==> config.mk <==
export PLATFORM = sky130hd
export DESIGN_NAME = imm_extend_pipe
export DESIGN_NICKNAME = d
export VERILOG_FILES = /design/src/rtl/imm_pkg.sv /design/src/rtl/imm_fmt.sv /design/src/rtl/imm_extend_pipe.sv
export SDC_FILE = /design/constraint.sdc
export NUM_CORES = 1
export LEC_CHECK = 0
export CAP_MARGIN = 20
export CORE_MARGIN = 2
export CORE_UTILIZATION = 40
export CTS_BUF_LIST = sky130_fd_sc_hd__clkbuf_2
export CTS_CLUSTER_DIAMETER = 200
export DETAILED_ROUTE_END_ITERATION = 8
export GPL_ROUTABILITY_DRIVEN = 0
export PLACE_DENSITY = 0.67
export SLEW_MARGIN = 10
export SYNTH_ARGS = -nofsm -noshare
export SYNTH_HDL_FRONTEND = slang
export SYNTH_HIERARCHICAL = 1
export SYNTH_SLANG_ARGS = --single-unit
==> constraint.sdc <==
create_clock -name clk -period 1.7 [get_ports clk]
set_input_delay 0.34 -clock clk [delete_from_list [all_inputs] [get_ports clk]]
set_output_delay 0.34 -clock clk [all_outputs]
set_load 0.01 [all_outputs]
==> src/rtl/imm_pkg.sv <==
// rtl/imm_pkg.sv - shared types and default widths for the immediate extender (IMMX_SHIFT_EN adds ovf)
package imm_pkg;

  localparam int IMM_IN_W  = 12;
  localparam int IMM_OUT_W = 16;
  localparam int IMM_W1    = 4;
  localparam int IMM_W2    = 8;
  localparam int IMM_W3    = 12;

  typedef enum logic [1:0] {
    NONE      = 2'b00,
    FOURBIT   = 2'b01,
    EIGHTBIT  = 2'b10,
    TWELVEBIT = 2'b11
  } sel_t;

  typedef struct packed {
    logic [IMM_OUT_W-1:0] value;
    logic                 neg;
`ifdef IMMX_SHIFT_EN
    logic                 ovf;
`endif
  } entry_t;

endpackage

==> src/rtl/imm_fmt.sv <==
// rtl/imm_fmt.sv - combinational zero/sign extend of a selected immediate field (IMMX_SHIFT_EN adds shift)
module imm_fmt
  import imm_pkg::*;
#(
  parameter int IN_W  = IMM_IN_W,
  parameter int OUT_W = IMM_OUT_W,
  parameter int W1    = IMM_W1,
  parameter int W2    = IMM_W2,
  parameter int W3    = IMM_W3
) (
  input  sel_t             sel,
  input  logic             zext,
  input  logic [IN_W-1:0]  value,
`ifdef IMMX_SHIFT_EN
  input  logic [1:0]       shl,
  output logic             ovf,
`endif
  output logic [OUT_W-1:0] result,
  output logic             neg
);

  logic [OUT_W-1:0] ext;

  always_comb begin
    ext = '0;
    case (sel)
      FOURBIT:   ext = {{(OUT_W-W1){~zext & value[W1-1]}}, value[W1-1:0]};
      EIGHTBIT:  ext = {{(OUT_W-W2){~zext & value[W2-1]}}, value[W2-1:0]};
      TWELVEBIT: ext = {{(OUT_W-W3){~zext & value[W3-1]}}, value[W3-1:0]};
      default:   ext = {{(OUT_W-IN_W){1'b0}}, value};
    endcase
  end

`ifdef IMMX_SHIFT_EN
  // Overflow when any bit shifted out disagrees with the sign of what remains.
  always_comb begin
    result = ext << shl;
    ovf    = 1'b0;
    for (int i = 0; i < 3; i++) begin
      if ((i < int'(shl)) && (ext[OUT_W-1-i] != result[OUT_W-1])) ovf = 1'b1;
    end
  end
`else
  assign result = ext;
`endif

  assign neg = result[OUT_W-1];

endmodule

==> src/rtl/imm_extend_pipe.sv <==
// rtl/imm_extend_pipe.sv - immediate extender feeding a 2-entry valid/ready queue (IMMX_SHIFT_EN adds in_shl/out_ovf)
module imm_extend_pipe
  import imm_pkg::*;
#(
  parameter int IN_W  = IMM_IN_W,
  parameter int OUT_W = IMM_OUT_W,
  parameter int W1    = IMM_W1,
  parameter int W2    = IMM_W2,
  parameter int W3    = IMM_W3
) (
  input  logic             clk,
  input  logic             rst,
  input  logic             flush,
  input  logic             in_valid,
  output logic             in_ready,
  input  sel_t             in_sel,
  input  logic             in_zext,
  input  logic [IN_W-1:0]  in_value,
`ifdef IMMX_SHIFT_EN
  input  logic [1:0]       in_shl,
  output logic             out_ovf,
`endif
  output logic             out_valid,
  input  logic             out_ready,
  output logic [OUT_W-1:0] out_value,
  output logic             out_neg
);

  typedef struct packed {
    logic [OUT_W-1:0] value;
    logic             neg;
`ifdef IMMX_SHIFT_EN
    logic             ovf;
`endif
  } slot_t;

  slot_t      mem [2];
  slot_t      fmt_entry;
  slot_t      head;
  logic [1:0] count;
  logic       wr_ptr;
  logic       rd_ptr;
  logic       push;
  logic       pop;

  imm_fmt #(
    .IN_W (IN_W),
    .OUT_W(OUT_W),
    .W1   (W1),
    .W2   (W2),
    .W3   (W3)
  ) u_fmt (
    .sel   (in_sel),
    .zext  (in_zext),
    .value (in_value),
`ifdef IMMX_SHIFT_EN
    .shl   (in_shl),
    .ovf   (fmt_entry.ovf),
`endif
    .result(fmt_entry.value),
    .neg   (fmt_entry.neg)
  );

  // Ready comes only from the registered count, so no path from out_ready to in_ready.
  assign in_ready  = (count != 2'd2);
  assign out_valid = (count != 2'd0);
  assign push      = in_valid & in_ready;
  assign pop       = out_valid & out_ready;

  always_ff @(posedge clk or posedge rst) begin
    if (rst) begin
      count  <= 2'd0;
      wr_ptr <= 1'b0;
      rd_ptr <= 1'b0;
      mem[0] <= '0;
      mem[1] <= '0;
    end else if (flush) begin
      count  <= 2'd0;
      wr_ptr <= 1'b0;
      rd_ptr <= 1'b0;
    end else begin
      if (push) begin
        mem[wr_ptr] <= fmt_entry;
        wr_ptr      <= ~wr_ptr;
      end
      if (pop) rd_ptr <= ~rd_ptr;
      case ({push, pop})
        2'b10:   count <= count + 2'd1;
        2'b01:   count <= count - 2'd1;
        default: count <= count;
      endcase
    end
  end

  assign head      = mem[rd_ptr];
  assign out_value = head.value;
  assign out_neg   = head.neg;
`ifdef IMMX_SHIFT_EN
  assign out_ovf   = head.ovf;
`endif

endmodule

Fig. 1: clock nets
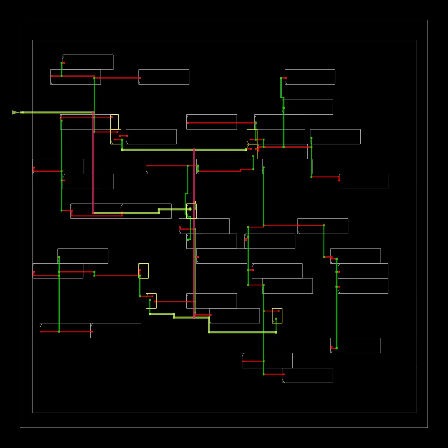
clock sinks: 38
Clk. pwr: 0.000399 W
CLK BUF: 6

Fig. 2: placed cells, one colour a class
Scale bar: 20 µm.
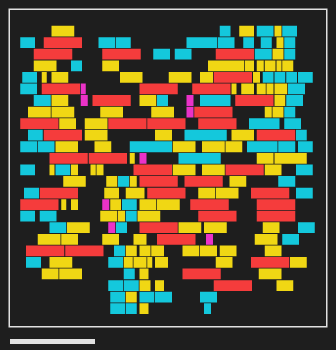
remaining buffers and delay cells -> cyan  # cells 68, share of their area 27%
registers -> red  # cells 38, share of their area 34%
remaining logic cells -> yellow  # cells 101, share of their area 38%
clock drivers and dummy loads -> magenta  # cells 8, share of their area 1.4%

==> qor.csv <==
stage,metric,value,unit
power,Power Dens Cells,922,mW/mm²
finish,most frequent cells in the layout,"38 x dfrtp_1, 28 x mux2_4, 23 x mux2_2, 23 x buf_6, 19 x clkdlybuf4s50_1",
placed_design,IO buf count,38,
sta,f_max,0.531,GHz
worst_setup_path,Reg-to-Reg Start,count[0]$_DFFE_PP0P_,
detailed_routing,Antenna Nets Post-Route,0,
sta,Final period util,1.11,
power,Psw,0.000760,W
worst_setup_path,CP dominant cell by count,buf_6,
sta,Final Slew Violations,0,
sta,RSZ-0062 raised after global routing,yes,
clock_network,Worst-path clk slew,0.19,ns
worst_setup_path,Worst setup SP type,flop,
placed_design,placed cell area,0.00247,mm²
logic_synthesis,Synth flops,38,
sta,Hold WS,0.336,ns
global_routing,GRT overflow,0,
finish,Area Overhead vs Synth,45.2,%
logic_synthesis,Cell Type Count,28,
outcome,run status,finished with violations,
logic_synthesis,cells in synth_stat.txt,152,
finish,Layout Nets,234,
worst_setup_path,FF-to-FF path depth,8,
placed_design,placed cell count,257,
worst_setup_path,WS Path Type,reg -> out,
finish,Top cell excl fill/tap,dfrtp_1,
floorplanning,die y size,74.3,µm
global_routing,first-pass GRT wire length,7620,µm
sta,Final setup viols,36,
logic_synthesis,Synth warnings,6,
global_routing,initial antenna violation count,0,
clock_network,CTS tree,done,
worst_setup_path,Worst path max stage delay,0.44,ns
logic_synthesis,netlist area before placement,0.00198,mm²
worst_setup_path,Crit-path slowest cell,dfrtp_1,
detailed_routing,routed len/inst,16.7,µm
hold_path,HP Class,in -> async,
finish,final core utilization,0.604,
power,Total Power,0.00265,W
sta,relative slew slack,0.577,
global_routing,largest net degree at the start of global routing,39,
global_routing,Tot GR Track Use,0.186,
sta,worst setup margin,-0.183,ns
sta,Tmin final,1.88,ns
power,Comb power frac,0.388,
power,Clock power frac,0.151,
clock_network,CTS Buffer Depth,2,
logic_synthesis,area reported by Yosys stat,0.00198,mm²
outcome,failing checks,setup timing,
floorplanning,io pins,39,
floorplanning,Cell Rows,25,
worst_setup_path,WP data required,1.36,ns
worst_setup_path,critical-path cell list,"buf_6, buf_12, mux2_4, buf_6",
sta,Worst-Margin Slew,0.634,ns
floorplanning,Die Wd,74.3,µm
worst_setup_path,reg-to-reg endpoint,mem[21]$_DFFE_PP0P_,
finish,layout cells sized above 1,0.544,
finish,design area,0.00287,mm²
detailed_routing,Pre-Repair DR Iteration Count,4,
logic_synthesis,syn_area_per_cell,13.0,µm²
power,Internal,0.00189,W
Fig. 3: clock network drawn from the DEF
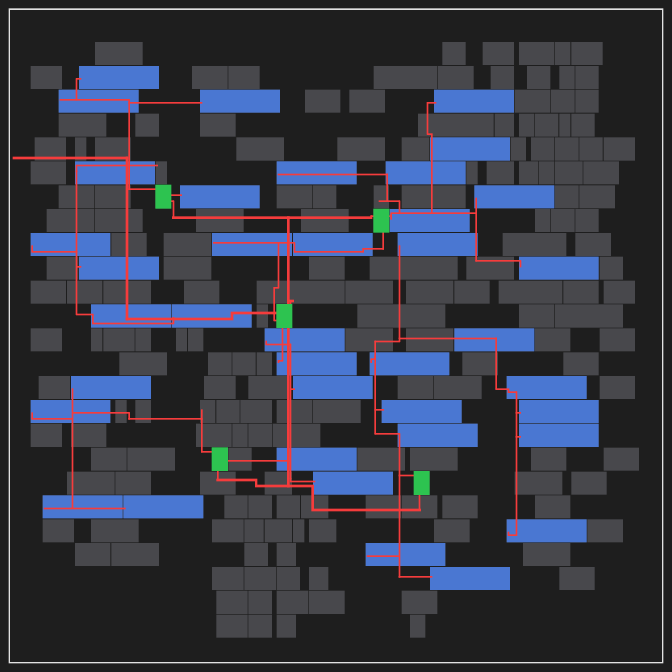
clock-net drivers -> green  # count 5
clock wires -> red  # length 489 µm
flip-flops -> blue  # count 38
routed clock nets = 6

Fig. 4: ports around the boundary
Pins as bars across the die edge, other pins in grey.
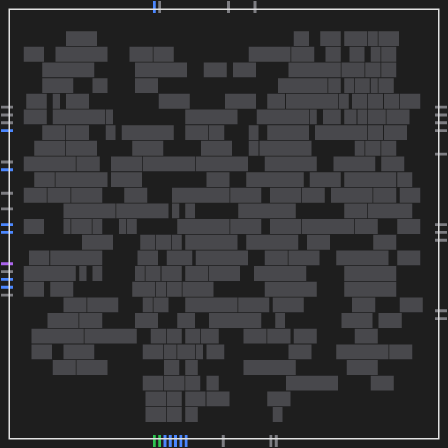
`in_zext` -> purple  # pins 1, direction input, edge left
`in_sel` -> green  # pins 2, direction input, edge bottom
`in_value` -> blue  # pins 12, direction input, edge 6 left, 5 bottom, 1 top

-- worst register-to-register path, delay by kind of cell, from the launching register on --
family | cells | cell delay [ns]
and+or+nand+nor | 2 | 0.38
buffers and inverters | 5 | 0.63
muxes | 1 | 0.30
DFF | 1 | 0.42
-- cells by family (layout without fill, tap and decap cells) --
kind of cell              count (synthesis)  in the layout  share of synthesized area
DFF                                      38             38                      0.481
xor gates and xnor gates                  1              1                    0.00443
AOI/OAI and AO/OA                        22             22                     0.0721
muxes                                    53             53                      0.300
buffers and inverters                    21             84                     0.0645
and+or+nand+nor                          17             17                     0.0778
-- flip-flops by register name, indices dropped and copies added, names as in the netlist --
name and flops:
count 2, rd_ptr 1, mem 34, wr_ptr 1
-- synth_stat cells, drive strengths merged --
cell type / instances / area [µm²]
o21ai: 6 / 30.0
mux2: 51 / 574
a21oi: 5 / 25.0
and2b: 2 / 15.0
a21boi: 4 / 30.0
or3: 1 / 7.51
a211oi: 1 / 7.51
xor2: 1 / 8.76
or3b: 1 / 11.3
o211ai: 1 / 7.51
or2: 2 / 12.5
nor3b: 1 / 7.51
mux2i: 2 / 20.0
nor4: 1 / 21.3
a21o: 1 / 7.51
nand2b: 4 / 25.0
clkbuf: 1 / 3.75
nand4b: 1 / 23.8
dfrtp: 38 / 951
a32oi: 4 / 35.0
nand4bb: 1 / 11.3
nor2: 1 / 3.75
buf: 12 / 93.8
nand3b: 2 / 15.0
inv: 8 / 30.0
-- power groups by stage --
stage	Combinational (W)	Clock, W	Sequential (W)
floorplan	0.000480	0	0.00119
global placement	0.000783	0	0.00122
detailed placement	0.000807	0	0.00123
CTS	0.000964	0.000414	0.00121
global route	0.00110	0.000460	0.00125
finish	0.00103	0.000399	0.00122
-- layout make-up --
| cell class | instances | area, µm² |
|---|---|---|
| clock buffers | 6 | 30.0 |
| clock inverters | 2 | 8.76 |
| fillers | 388 | 1880 |
| inverters | 8 | 32.5 |
| multi-input cells | 93 | 1010 |
| flip-flops and latches | 38 | 951 |
| well taps | 67 | 83.8 |
| repair buffers | 68 | 752 |
-- repair_timing --
| item | 4_1_cts | 5_1_grt |
|---|---|---|
| endpoints found under the setup margin | 29 | 53 |
| pin swaps | 0 | 1 |
| resized | 116 | 20 |
| cloned | 3 | 0 |
| hold buffers | 0 | 0 |
| buffers inserted | 13 | 3 |
-- worst max-delay path by stage --
stage,startpoint,endpoint,slack [ns],cells past startpoint
after floorplan,count[0]$_DFFE_PP0P_,mem[17]$_DFFE_PP0P_,0.09,4
after global placement,in_sel[1],mem[17]$_DFFE_PP0P_,-0.41,4
after detailed placement,in_sel[1],mem[30]$_DFFE_PP0P_,-0.53,4
after CTS,rd_ptr$_DFFE_PP0P_,out_value[7],-0.18,4
after global routing,rd_ptr$_DFFE_PP0P_,out_value[1],-0.26,4
final,rd_ptr$_DFFE_PP0P_,out_value[1],-0.18,4
-- per-layer routing --
| metal | vias to the layer above | share of wire | global-route usage |
|---|---|---|---|
| li1 | 665 | - | - |
| met1 | 709 | 0.45 | 0.239 |
| met2 | 34 | 0.50 | 0.316 |
| met3 | 5 | 0.039 | 0.0474 |
| met4 | 0 | 0.010 | 0.0476 |
| met5 | - | 0 | 0 |
No activity file was given, so power comes from the tool's default toggle rates.
